**Run 1: routing congestion**

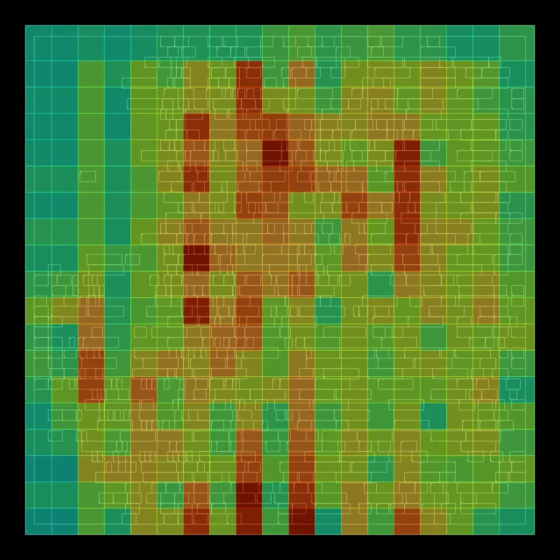
**Run 1: the metal 2 layer**

Scale bar: 50 um. Cells faint in the background.
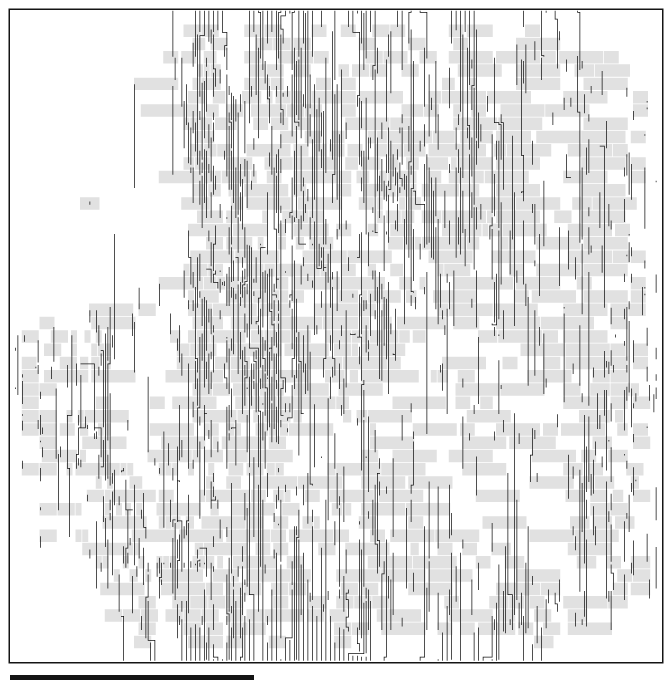
**Run 1: layout detail**

Scale bar: 10 um. Region (47, 20) to (87, 60) um. Cells in grey, sequential cells in the stronger grey; small squares are vias.
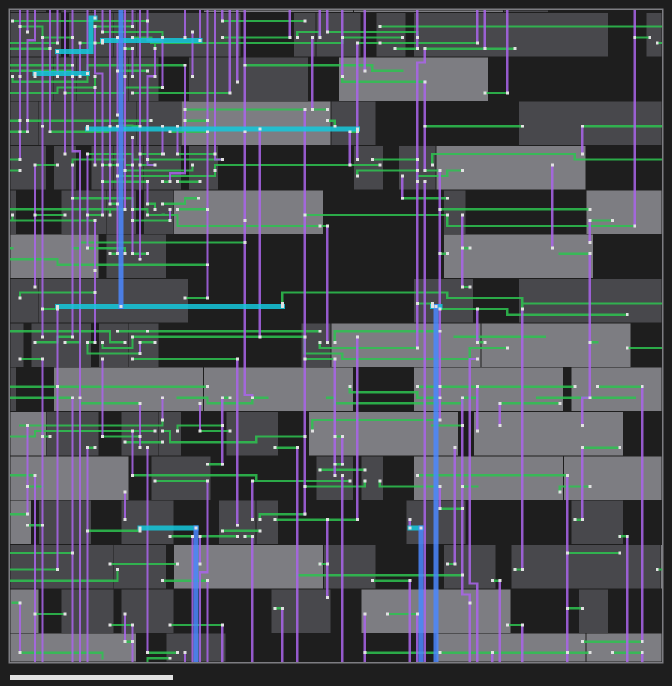
`config.mk`:
```
export PLATFORM = sky130hd
export DESIGN_NAME = fb_mem_arbiter
export DESIGN_NICKNAME = d
export VERILOG_FILES = /design/src/rtl/fb_pkg.sv /design/src/rtl/fb_rr_arb2.sv /design/src/rtl/fb_mem_arbiter.sv
export SDC_FILE = /design/constraint.sdc
export NUM_CORES = 1
export LEC_CHECK = 0
export CAP_MARGIN = 5
export CORE_MARGIN = 2
export CORE_UTILIZATION = 35
export CTS_CLUSTER_SIZE = 16
export DETAILED_ROUTE_END_ITERATION = 10
export SLEW_MARGIN = 10
export SYNTH_ARGS = -nofsm -noshare
export SYNTH_HDL_FRONTEND = slang
export SYNTH_SLANG_ARGS = --single-unit
```
`constraint.sdc`:
```
create_clock -name clk_pix -period 1.6 [get_ports clk_pix]
set_input_delay 0.32 -clock clk_pix [delete_from_list [all_inputs] [get_ports clk_pix]]
set_output_delay 0.32 -clock clk_pix [all_outputs]
set_load 0.02 [all_outputs]
```
`src/rtl/fb_pkg.sv`:
```
// Shared constants, types and helpers for the framebuffer memory arbiter.
// Everything here is elaboration-time only; no logic is instantiated.
package fb_pkg;

   localparam int FB_W     = 160;
   localparam int FB_H     = 120;
   localparam int FB_WORDS = FB_W * FB_H;
   localparam int ADDR_W   = 15;
   localparam int RGB_W    = 12;
   localparam int LATENCY  = 3;
   localparam int POS_W    = 11;

   typedef enum logic {
      IDLE  = 1'b0,
      CLEAR = 1'b1
   } clr_state_t;

   typedef struct packed {
      logic signed [POS_W-1:0] sx;
      logic signed [POS_W-1:0] sy;
      logic                    de;
      logic                    frame;
   } pos_t;

   // Multiply by a constant as a sum of shifted copies, so no multiplier is built.
   function automatic logic [ADDR_W-1:0] mul_const(input logic [ADDR_W-1:0] a, input int k);
      logic [ADDR_W-1:0] acc;
      acc = '0;
      for (int i = 0; i < ADDR_W; i++) begin
         if (k[i]) acc = acc + (a << i);
      end
      return acc;
   endfunction

endpackage

```
`src/rtl/fb_rr_arb2.sv`:
```
// Two-way round-robin arbiter. When both requesters are active, the one
// that was not granted most recently wins; after reset writer 0 is favoured.
module fb_rr_arb2 (
   input  logic       clk,
   input  logic       rst_n,
   input  logic [1:0] req,
   input  logic       enable,
   output logic [1:0] grant
);

   logic ptr_reg;

   always_comb begin
      grant = 2'b00;
      if (enable) begin
         if (req == 2'b11) grant = ptr_reg ? 2'b10 : 2'b01;
         else              grant = req;
      end
   end

   // The pointer names the writer preferred on the next contended cycle.
   always_ff @(posedge clk or negedge rst_n) begin
      if (!rst_n)        ptr_reg <= 1'b0;
      else if (grant[0]) ptr_reg <= 1'b1;
      else if (grant[1]) ptr_reg <= 1'b0;
   end

endmodule

```
`src/rtl/fb_mem_arbiter.sv`:
```
// Framebuffer RAM arbiter: scanout reads on every upscaled pixel group,
// with the remaining slots shared by a fill engine and two round-robin writers.
module fb_mem_arbiter #(
   parameter int FB_W       = fb_pkg::FB_W,
   parameter int FB_H       = fb_pkg::FB_H,
   parameter int SCALE_LOG2 = 2
) (
   input  logic                              clk_pix,
   input  logic                              rst_pix_n,
   input  logic signed [fb_pkg::POS_W-1:0]   sx,
   input  logic signed [fb_pkg::POS_W-1:0]   sy,
   input  logic                              de,
   input  logic                              frame,
   output logic signed [fb_pkg::POS_W-1:0]   o_sx,
   output logic signed [fb_pkg::POS_W-1:0]   o_sy,
   output logic                              o_de,
   output logic                              o_frame,
   output logic [fb_pkg::RGB_W-1:0]          o_rgb,
   input  logic [1:0]                        wr_req,
   output logic [1:0]                        wr_ack,
   input  logic [fb_pkg::ADDR_W-1:0]         wr_addr0,
   input  logic [fb_pkg::ADDR_W-1:0]         wr_addr1,
   input  logic [fb_pkg::RGB_W-1:0]          wr_data0,
   input  logic [fb_pkg::RGB_W-1:0]          wr_data1,
   input  logic                              clr_start,
   input  logic [fb_pkg::RGB_W-1:0]          clr_color,
   output logic                              clr_busy,
   output logic                              addr_err,
   output logic                              mem_en,
   output logic                              mem_we,
   output logic [fb_pkg::ADDR_W-1:0]         mem_addr,
   output logic [fb_pkg::RGB_W-1:0]          mem_wdata,
   input  logic [fb_pkg::RGB_W-1:0]          mem_rdata
);

   import fb_pkg::*;

   localparam int WORDS    = FB_W * FB_H;
   localparam int SUB_MASK = (1 << SCALE_LOG2) - 1;

   logic [POS_W-1:0]  sx_u, sy_u;
   logic              scan_slot, free_slot;
   logic [ADDR_W-1:0] row, col, scan_addr;

   assign sx_u      = sx;
   assign sy_u      = sy;
   assign scan_slot = de && ((sx_u & POS_W'(SUB_MASK)) == '0);
   assign free_slot = !scan_slot;
   assign row       = ADDR_W'(sy_u >> SCALE_LOG2);
   assign col       = ADDR_W'(sx_u >> SCALE_LOG2);
   assign scan_addr = mul_const(row, FB_W) + col;

   // ---------------- clear engine ----------------
   clr_state_t        state_reg, state_next;
   logic [ADDR_W-1:0] clr_addr_reg, clr_addr_next;
   logic [RGB_W-1:0]  clr_color_reg, clr_color_next;
   logic              clr_write;

   assign clr_busy  = (state_reg == CLEAR);
   assign clr_write = clr_busy && free_slot;

   always_comb begin
      state_next     = state_reg;
      clr_addr_next  = clr_addr_reg;
      clr_color_next = clr_color_reg;
      case (state_reg)
         IDLE: begin
            if (clr_start) begin
               state_next     = CLEAR;
               clr_addr_next  = '0;
               clr_color_next = clr_color;
            end
         end
         CLEAR: begin
            if (free_slot) begin
               clr_addr_next = clr_addr_reg + 1'b1;
               if (clr_addr_reg == ADDR_W'(WORDS - 1)) state_next = IDLE;
            end
         end
         default: state_next = IDLE;
      endcase
   end

   always_ff @(posedge clk_pix or negedge rst_pix_n) begin
      if (!rst_pix_n) begin
         state_reg     <= IDLE;
         clr_addr_reg  <= '0;
         clr_color_reg <= '0;
      end else begin
         state_reg     <= state_next;
         clr_addr_reg  <= clr_addr_next;
         clr_color_reg <= clr_color_next;
      end
   end

   // ---------------- writers ----------------
   logic [1:0]        grant;
   logic              wr_any, wr_in_range;
   logic [ADDR_W-1:0] wr_sel_addr;
   logic [RGB_W-1:0]  wr_sel_data;

   fb_rr_arb2 u_arb (
      .clk    (clk_pix),
      .rst_n  (rst_pix_n),
      .req    (wr_req),
      .enable (free_slot && !clr_busy),
      .grant  (grant)
   );

   // Ack is combinational, so it must be masked explicitly while reset is held.
   assign wr_ack      = grant & {2{rst_pix_n}};
   assign wr_any      = |grant;
   assign wr_sel_addr = grant[1] ? wr_addr1 : wr_addr0;
   assign wr_sel_data = grant[1] ? wr_data1 : wr_data0;
   assign wr_in_range = wr_sel_addr < ADDR_W'(WORDS);

   // ---------------- memory port ----------------
   logic              mem_en_next, mem_we_next;
   logic [ADDR_W-1:0] mem_addr_next;
   logic [RGB_W-1:0]  mem_wdata_next;

   always_comb begin
      mem_en_next    = 1'b0;
      mem_we_next    = 1'b0;
      mem_addr_next  = '0;
      mem_wdata_next = '0;
      if (scan_slot) begin
         mem_en_next   = 1'b1;
         mem_addr_next = scan_addr;
      end else if (clr_write) begin
         mem_en_next    = 1'b1;
         mem_we_next    = 1'b1;
         mem_addr_next  = clr_addr_reg;
         mem_wdata_next = clr_color_reg;
      end else if (wr_any && wr_in_range) begin
         mem_en_next    = 1'b1;
         mem_we_next    = 1'b1;
         mem_addr_next  = wr_sel_addr;
         mem_wdata_next = wr_sel_data;
      end
   end

   logic             rd_q1_reg, rd_q2_reg;
   logic [RGB_W-1:0] pixel_reg;
   logic             addr_err_reg;

   always_ff @(posedge clk_pix or negedge rst_pix_n) begin
      if (!rst_pix_n) begin
         mem_en       <= 1'b0;
         mem_we       <= 1'b0;
         mem_addr     <= '0;
         mem_wdata    <= '0;
         rd_q1_reg    <= 1'b0;
         rd_q2_reg    <= 1'b0;
         pixel_reg    <= '0;
         addr_err_reg <= 1'b0;
      end else begin
         mem_en    <= mem_en_next;
         mem_we    <= mem_we_next;
         mem_addr  <= mem_addr_next;
         mem_wdata <= mem_wdata_next;
         rd_q1_reg <= scan_slot;
         rd_q2_reg <= rd_q1_reg;
         // rd_q2 marks the cycle in which the RAM presents the scanout word.
         if (rd_q2_reg) pixel_reg <= mem_rdata;
         if (wr_any && !wr_in_range) addr_err_reg <= 1'b1;
      end
   end

   assign addr_err = addr_err_reg;

   // ---------------- timing delay line ----------------
   pos_t pos_pipe [LATENCY];

   always_ff @(posedge clk_pix or negedge rst_pix_n) begin
      if (!rst_pix_n) begin
         for (int i = 0; i < LATENCY; i++) pos_pipe[i] <= '0;
      end else begin
         pos_pipe[0] <= '{sx: sx, sy: sy, de: de, frame: frame};
         for (int i = 1; i < LATENCY; i++) pos_pipe[i] <= pos_pipe[i-1];
      end
   end

   assign o_sx    = pos_pipe[LATENCY-1].sx;
   assign o_sy    = pos_pipe[LATENCY-1].sy;
   assign o_de    = pos_pipe[LATENCY-1].de;
   assign o_frame = pos_pipe[LATENCY-1].frame;
   assign o_rgb   = o_de ? pixel_reg : '0;

endmodule
```
==> changes_impl.md, run 1 <==
### Metrics

* PwrDens at 1110 nW/um2
* GRT Total Usage at 0.172
* Post-synth seq share at 0.619
* Worst Path Arrival at 2.20 ns
* VDD IR max at 797 uV
* Gate count after technology mapping at 484
* Final setup skew at 0.00980 ns
* Die W at 133 um
* Init Core Util at 0.356
* # DRC at 0
* Synthesis-stage register bit count at 145
* Worst-Skew Late Latency at 0.43 ns
* Register area at 3630 um2
* DRT antenna net count at 0
* Area Growth Syn to Fin at 57.1%
* FP Rows at 47
* Top Layout Cells: dfrtp_1, clkdlybuf4s50_1, nand2_1
* Final setup violation count at 10
* Least-Margin Pin Slew at 0.761 ns
* Top Layer Used: met4
* Port bufs at 175
* Tot Pwr at 10.2 mW
* Outcome: complete, but fails checks
* Max-slew violation count at 0
* Post-place setup slack at -1.20 ns
* Cell leakage power at 4.29 nW
* Syn_area_per_cell at 12.1 um2
* RSZ-0062 raised after global routing: yes
* Placer Congestion at 0.834
* Core ar. at 16500 um2
* Initial antenna violation count at 0
* Failing checks: negative setup slack
* Worst Setup End Kind: flop
* Final nets at 844
* Setup ws final at -0.306 ns
* Max-area cell share at 0.619
* Total grt overflow at 0
* Antenna cells at 0
* Die Height at 133 um
* CP startpoint: sy[4]
* First-pass GRT wire length at 23700 um
* Share of cells above drive strength 1 at 0.279
* Req. time, crit path at 1.89 ns
* Area leader, netlist: dfrtp_1
* TritonCTS sink count at 145
* Initial drt markers at 265
* Max reg flops at 48
* Yosys stat area at 5860 um2
-- 'routing congestion' (at the start) --
WL per Instance: 15.7 um
met3 Track Usage GR: 0.0453

-- 'the metal 2 layer' (at the start) --
wire length on this layer: 7640 um
nets with wire on the layer: 714
main direction: vertical

-- 'layout detail' (at the start) --
| colour | layer |
|---|---|
| blue | metal 4 |
| purple | metal 2 |
| green | metal 1 |
| cyan | metal 3 |
netlist names of flops here include: pos_pipe (9), clr_addr_reg (4), mem_addr (4)
sequential cells in the window: 23
most frequent: dfrtp_1 (23), dlygate4sd2_1 (10)
cells with their middle in the window: 85

==> run 1: critical path, cell delays in order <==
cell	delay, ns
buf_8	0.09
inv_8	0.03
fa_1	0.57
inv_2	0.06
buf_6	0.11
ha_4	0.21
a21oi_4	0.16
nor3b_2	0.07
o41a_1	0.32
xnor2_1	0.16
o211ai_1	0.09
==> run 1: power breakdown <==
part	switching, mW	leakage (nW)	internal [mW]
Sequential	0.176	1.76	4.03
Combinational	1.00	2.24	1.04
Clock	1.63	0.289	2.34
==> run 1: per-layer routing <==
layer  track usage  up-vias
met3        0.0453       18
met2         0.286      133
met1         0.215     2088
met5             0        -
met4        0.0656        0
li1              -     2120
==> run 1: layout make-up <==
| class | count | area share |
|---|---|---|
| sequential | 145 | 0.394 |
| timing repair buffer | 253 | 0.261 |
| multi-input combinational | 290 | 0.244 |
| clock buffer | 17 | 0.0462 |
| tap | 220 | 0.0299 |
| clock inverter | 15 | 0.0187 |
| inverter | 11 | 0.00598 |
==> run 1: worst paths after layout <==
kind | cells after the start | end | slack (ns)
min in group clk_pix | 1 | pos_pipe[55] | 0.08
hold / removal | 2 | o_sy[7] | 0.02
setup / recovery | 11 | mem_addr[13] | -0.31
hold reg to reg | 0 | o_sy[8] | 0.34
max in group asynchronous | 2 | o_de | 0.98
setup reg to reg | 7 | mem_addr[14] | -0.03
==> run 1: Yosys cell counts, drive strengths merged <==
cell / n
and3: 3
xnor2: 4
nor2b: 2
nand4: 1
a31oi: 3
a21oi: 19
ha: 16
clkbuf: 8
nor2: 22
o21bai: 1
o221ai: 4
dfrtp: 145
a22oi: 1
nor3b: 1
nand2: 73
or4b: 1
inv: 11
o31ai: 1
or2: 1
o211ai: 2
mux2: 14
o22ai: 10
nor3: 3
nand2b: 1
nor4b: 1
o21ai: 22
a22o: 1
fa: 3
o41ai: 1
o2111ai: 2
nor4: 2
buf: 30
nand4bb: 1
and2: 12
xor2: 4
a211oi: 3
o21ba: 1
o311ai: 1
or3b: 1
mux2i: 33
nand3: 18
o41a: 1
==> run 1: kinds of logic (layout without fill, tap and decap cells) <==
kind of cell             count (synthesis)  in the layout  share of synthesized area
flip-flops                             145            145                      0.619
AND/OR/NAND/NOR                        143            143                      0.116
AND-OR/OR-AND                           73             73                     0.0768
buffers and inverters                   49            296                     0.0489
multiplexers                            47             47                     0.0832
adder cells (fa/ha/maj)                 19             19                     0.0444
XOR/XNOR                                 8              8                     0.0119
==> run 1: repair_timing <==
item	CTS	global route
endpoints found under the hold margin	1	0
setup buffers	6	12
pin swaps	22	20
hold buffers	1	0
gates resized	176	68
setup endpoints to repair	124	50
gates cloned	1	2
==> run 1: stage by stage <==
stage,utilization,cells,TNS (ns),hold slack (ns)
3_5_place_dp,0.497,899,-32.81,0.335
3_3_place_gp,0.497,899,-30.87,0.332
4_1_cts,0.540,939,-1.95,0.0654
2_1_floorplan,-,484,-2.24,0.0244
5_1_grt,0.559,951,-3.05,0.0661
6_report,0.559,951,-1.43,0.0184
**Run 1: the metal 1 layer**

Scale bar: 50 um. Supply wires on this layer in grey. Cells faint in the background.
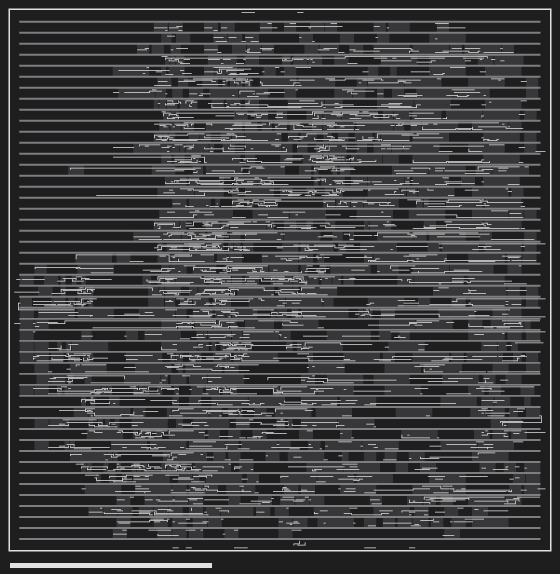

==> inputs of run 2 (changes only) <==
--- a/config.mk
+++ b/config.mk
@@ -10,6 +10,7 @@
 export CORE_UTILIZATION = 35
 export CTS_CLUSTER_SIZE = 16
 export DETAILED_ROUTE_END_ITERATION = 10
+export REMOVE_ABC_BUFFERS = 1
 export SLEW_MARGIN = 10
 export SYNTH_ARGS = -nofsm -noshare
 export SYNTH_HDL_FRONTEND = slang
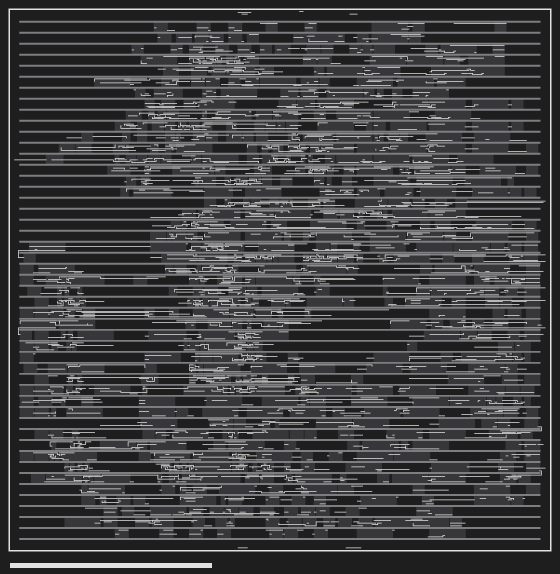
**Above:** run 2 (the metal 1 layer).
Scale bar: 50 um. Supply wires on this layer in grey. Cells faint in the background.
main direction: horizontal
longest straight run: 43.7 um
nets with wire on the layer: 740

==> changes_impl.md, run 2 <==
### Metrics

* Crit path max-delay cell type: fa_2
* RSZ-0062 raised after global routing: yes
* Least-Margin Pin Slew at 0.782 ns
* Failing checks: negative setup slack
* Cell leakage power at 4.22 nW
* Non-Filler Instances at 942
* FP Rows at 47
* Cells along the critical path: dlygate4sd2_1 > fa_2 > ha_4 > nor3b_2 > o41a_1 > xnor2_1 > o211ai_1
* First-pass GRT wire length at 23300 um
* Adder share at 0.0444
* Area Growth Syn to Fin at 54.6%
* RR Endpoint: mem_addr[13]
* Global route hottest layer: met2
* Complex Gates by Area at 0.0768
* Area leader, netlist: dfrtp_1
* Port bufs at 175
* Outcome: complete, but fails checks
* Die Height at 133 um
* # DRC at 0
* Post-synth seq share at 0.619
* Initial drt markers at 161
* Post-synth EDFFs at 0
* PwrDens at 1110 nW/um2
* Gate count after technology mapping at 484
* Synthesis-stage register bit count at 145
* M1 GR Usage at 0.210
* Top Layout Cells: dfrtp_1, clkdlybuf4s50_1, nand2_1
* Setup ws final at -0.249 ns
* GRT Total Usage at 0.168
* Final setup violation count at 10
* Met3 Track Usage GR at 0.0388
* Count leader, synth: dfrtp_1
* VDD IR max at 725 uV
* Req. time, crit path at 1.89 ns
* Post-place setup slack at -1.33 ns
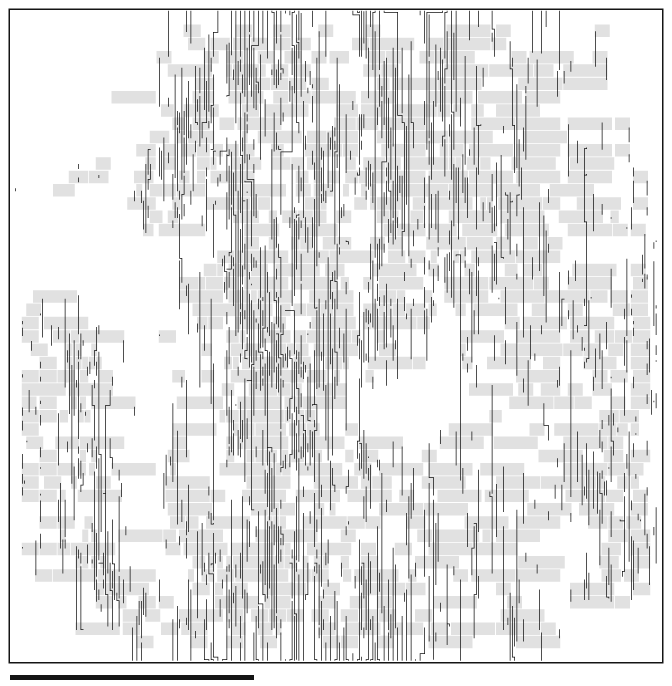
**Above:** run 2 (the metal 2 layer).
Scale bar: 50 um. Cells faint in the background.
main direction: vertical
longest straight run: 46.2 um
share of all routed wire: 50%
nets with wire on the layer: 704

==> run 2: cell counts after synthesis <==
Identical to the previous run, type by type.
==> run 2: cell families (layout without fill, tap and decap cells) <==
kind of cell / after synthesis / after routing
fa+ha+maj: 19 / 19
buf+inv: 49 / 287
compound gates: 73 / 73
mux: 47 / 47
flops: 145 / 145
xor+xnor: 8 / 8
simple gates: 143 / 143
==> run 2: through the flow <==
| stage | total power, mW | util | setup TNS (ns) | hold slack, ns | area (um2) |
|---|---|---|---|---|---|
| final | 10.1 | 0.551 | -1.32 | 0.0329 | 9070 |
| after global routing | 10.5 | 0.551 | -2.33 | 0.0201 | 9070 |
| after CTS | 10.0 | 0.540 | -1.22 | 0.0174 | 8890 |
| after detailed placement | 6.17 | 0.492 | -31.89 | 0.335 | 8090 |
| after global placement | 6.12 | 0.492 | -31.13 | 0.331 | 8090 |
| after floorplan | 5.10 | - | -59.15 | 0.0244 | 5620 |
==> run 2: layout make-up <==
cell class / count / area, um2
Clock inverter: 15 / 149
Tap cell: 220 / 275
Multi-Input combinational cell: 290 / 2270
Timing Repair Buffer: 244 / 2270
Clock buffer: 17 / 425
Fill cell: 1395 / 7400
Inverter: 11 / 46.3
Sequential cell: 145 / 3630
==> run 2: timing repair <==
action,CTS,global route
hold buffers,1,0
endpoints found under the setup margin,112,54
pin swaps,30,18
endpoints found under the hold margin,1,0
buffers inserted,12,3
gates resized,210,57
==> run 2: how the worst max path moves through the flow <==
stage / startpoint / endpoint / slack (ns)
CTS: sx[10] / mem_addr[13] / -0.21
global placement: sx[9] / mem_addr[12] / -1.29
finish: sx[10] / mem_addr[13] / -0.25
global route: sy[4] / mem_addr[14] / -0.37
floorplan: u_arb.ptr_reg / mem_addr[8] / -1.94
detailed placement: sx[9] / mem_addr[12] / -1.33
==> run 2: layer usage <==
| metal | vias up | wire length (um) | share of wire |
|---|---|---|---|
| met2 | 111 | 7330 | 0.50 |
| met4 | 0 | 252 | 0.017 |
| met5 | - | 0 | 0 |
| met3 | 20 | 635 | 0.044 |
| li1 | 2105 | - | - |
| met1 | 2092 | 6330 | 0.43 |
==> run 2: worst register-to-register path, cell delays in order, from the launching register on <==
cell       delay, ns
dfrtp_2         0.45
o21ai_4         0.19
buf_6           0.14
buf_6           0.13
mux2_2          0.34
o2111ai_1       0.09
o211ai_1        0.12
==> run 2: power breakdown <==
part	switching, mW	leakage (nW)	internal [mW]
clock	1.65	0.271	2.18
sequential	0.189	1.76	4.04
combinational	0.980	2.19	1.04
total	2.82	4.22	7.26
**Run 2: sizing map**

Scale bar: 50 um.
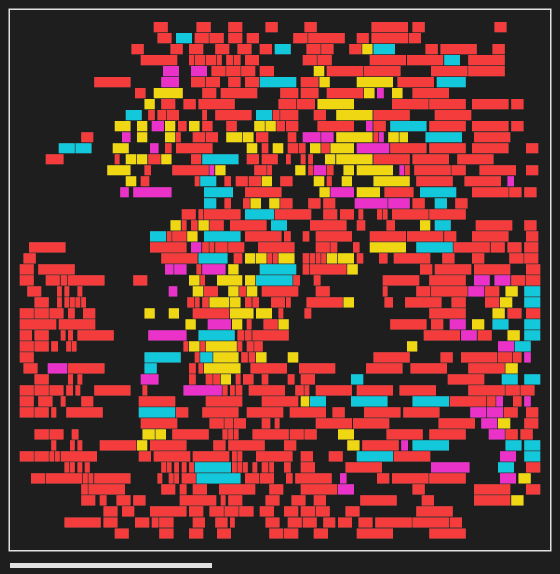

==> inputs of run 3 (changes only) <==
--- a/config.mk
+++ b/config.mk
@@ -7,9 +7,10 @@
 export LEC_CHECK = 0
 export CAP_MARGIN = 5
 export CORE_MARGIN = 2
-export CORE_UTILIZATION = 35
+export CORE_UTILIZATION = 42
 export CTS_CLUSTER_SIZE = 16
 export DETAILED_ROUTE_END_ITERATION = 10
+export PLACE_DENSITY = 0.75
 export REMOVE_ABC_BUFFERS = 1
 export SLEW_MARGIN = 10
 export SYNTH_ARGS = -nofsm -noshare
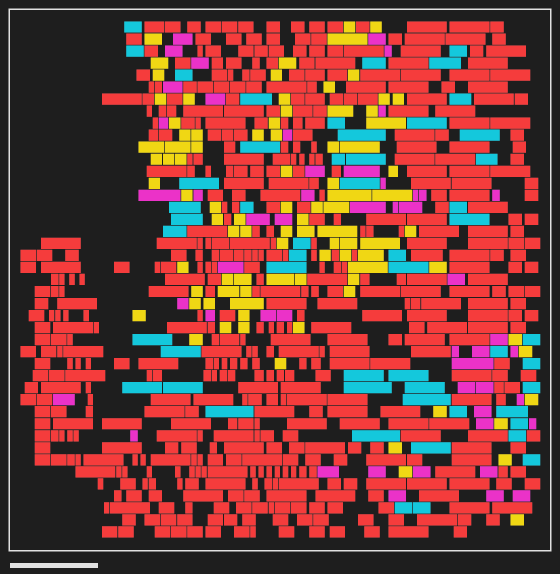
**Above:** run 3 (sizing map).
Scale bar: 20 um.
| colour | size | cells |
|---|---|---|
| yellow | _3 and _4 cells | 91 |
| red | _0 and _1 cells | 524 |
| magenta | _2 cells | 50 |
| cyan | _6 and larger | 52 |

==> changes_impl.md, run 3 <==
### Metrics

* Outcome: complete, but fails checks
* Failing checks: negative setup slack
* Die W at 122 um
* Ys flop type: dfrtp_1
* WL per Instance at 16.8 um
* Hold_buf cts at 0
* Cells along the critical path: buf_8 > inv_4 > fa_1 > inv_2 > fa_2 > a21oi_4 > o211ai_1 > a31oi_1 > xnor2_1 > a22oi_1
* Post-synth top cells: dfrtp_1, nand2_1, mux2i_1
* # DRC at 0
* Syn_area_per_cell at 12.1 um2
* Count leader, synth: dfrtp_1
* Final setup violation count at 8
* VDD IR max at 728 uV
* Metal-1 WL at 5840 um
* Final setup skew at 0.00915 ns
* FP Rows at 43
* Initial drt markers at 374
* Die Height at 122 um
* Cell leakage power at 4.24 nW
* Yosys stat area at 5860 um2
* Top Layout Cells: dfrtp_1, clkdlybuf4s50_1, nand2_1
* Max-area cell share at 0.619
* GRT Total Usage at 0.207
* DRT antenna net count at 0
* Area Growth Syn to Fin at 54.4%
* Detail Route met2 WL at 8000 um
* PwrDens at 1170 nW/um2
* Max reg flops at 48
* Crit path max-delay cell type: fa_1
* Share of cells above drive strength 1 at 0.269
* Setup ws final at -0.275 ns
* Worst Setup End Kind: flop
* Area leader, netlist: dfrtp_1
* Worst-Skew Late Latency at 0.41 ns
* Port bufs at 175
* Largest stage delay on the critical path at 0.57 ns
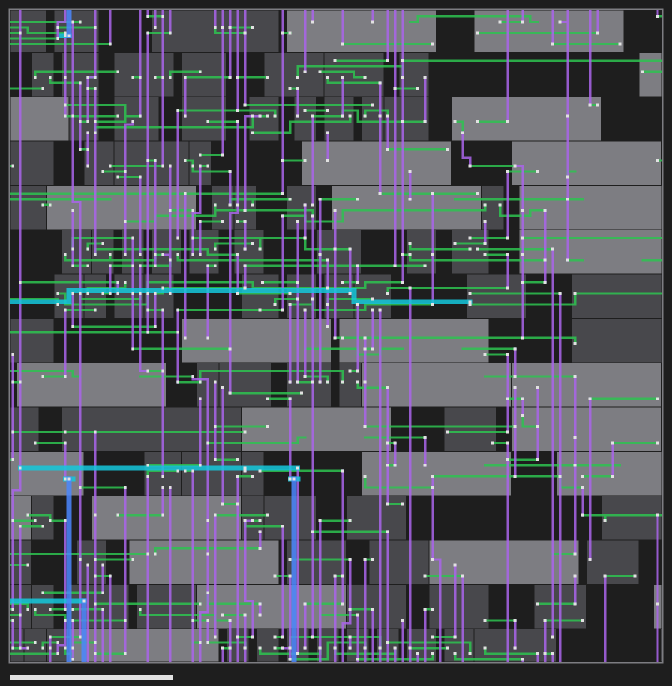
**Above:** run 3 (layout detail).
Scale bar: 10 um. Region (41, 17) to (81, 57) um. Cells in grey, sequential cells in the stronger grey; small squares are vias.
| colour | layer |
|---|---|
| blue | metal 4 |
| green | metal 1 |
| purple | metal 2 |
| cyan | metal 3 |
cells with their middle in the window: 106
netlist names of flops here include: clr_addr_reg (8), pos_pipe (5), mem_addr (3)
most frequent: dfrtp_1 (23), nand2_1 (20), clkdlybuf4s50_1 (9)
sequential cells in the window: 23

run 3: cell counts after synthesis:
No cell type changed its count.
run 3: metal layers:
metal / up-vias / track usage
met5: - / 0
met4: 0 / 0.0841
met3: 36 / 0.0538
met2: 158 / 0.363
met1: 2199 / 0.241
li1: 2086 / -
run 3: report_power, final:
group,switching (mW),internal [mW]
registers,0.179,4.04
clock network,1.49,2.85
logic,1.00,1.02
run 3: final timing paths:
kind	slack (ns)	endpoint	cells after the start	from
setup / recovery	-0.28	mem_addr[14]	10	sy[4]
hold reg to reg	0.35	pos_pipe[39]	0	pos_pipe[63]
min in group asynchronous	0.03	pos_pipe[33]	2	rst_pix_n
max in group asynchronous	0.97	u_arb.ptr_reg	2	rst_pix_n
hold / removal	0.02	pos_pipe[52]	1	sy[2]
setup reg to reg	0.01	mem_addr[14]	6	clr_busy
run 3: critical path, delay by kind of cell:
family / cells / cell delay [ns]
AND-OR/OR-AND: 4 / 0.56
XOR/XNOR: 1 / 0.15
adder cells (fa/ha/maj): 2 / 0.95
buffers and inverters: 3 / 0.18
run 3: logic make-up (layout without fill, tap and decap cells):
family	after synthesis	after routing	synth area share
buf+inv	49	282	0.0489
fa+ha+maj	19	19	0.0444
flops	145	145	0.619
compound gates	73	73	0.0768
xor+xnor	8	8	0.0119
simple gates	143	143	0.116
mux	47	47	0.0832
run 3: layout make-up:
type / count / area [um2]
Fill cell: 997 / 4720
Sequential cell: 145 / 3630
Clock inverter: 12 / 205
Inverter: 11 / 46.3
Tap cell: 180 / 225
Timing Repair Buffer: 240 / 2250
Clock buffer: 19 / 453
Multi-Input combinational cell: 290 / 2250
run 3: timing repair:
action	CTS	global route
buffers inserted	4	8
setup endpoints to repair	113	50
resized	209	43
pin swaps	33	14
run 3: through the flow:
stage	power, mW	setup TNS (ns)	utilization	cells	hold slack, ns
2_1_floorplan	5.10	-59.15	-	446	0.0244
3_3_place_gp	6.10	-30.02	0.585	855	0.331
3_5_place_dp	6.18	-31.74	0.585	855	0.335
4_1_cts	10.6	-0.965	0.642	889	0.00504
5_1_grt	11.1	-2.23	0.657	897	0.00318
6_report	10.6	-1.24	0.657	897	0.0183
Power and IR drop assume default switching activity.
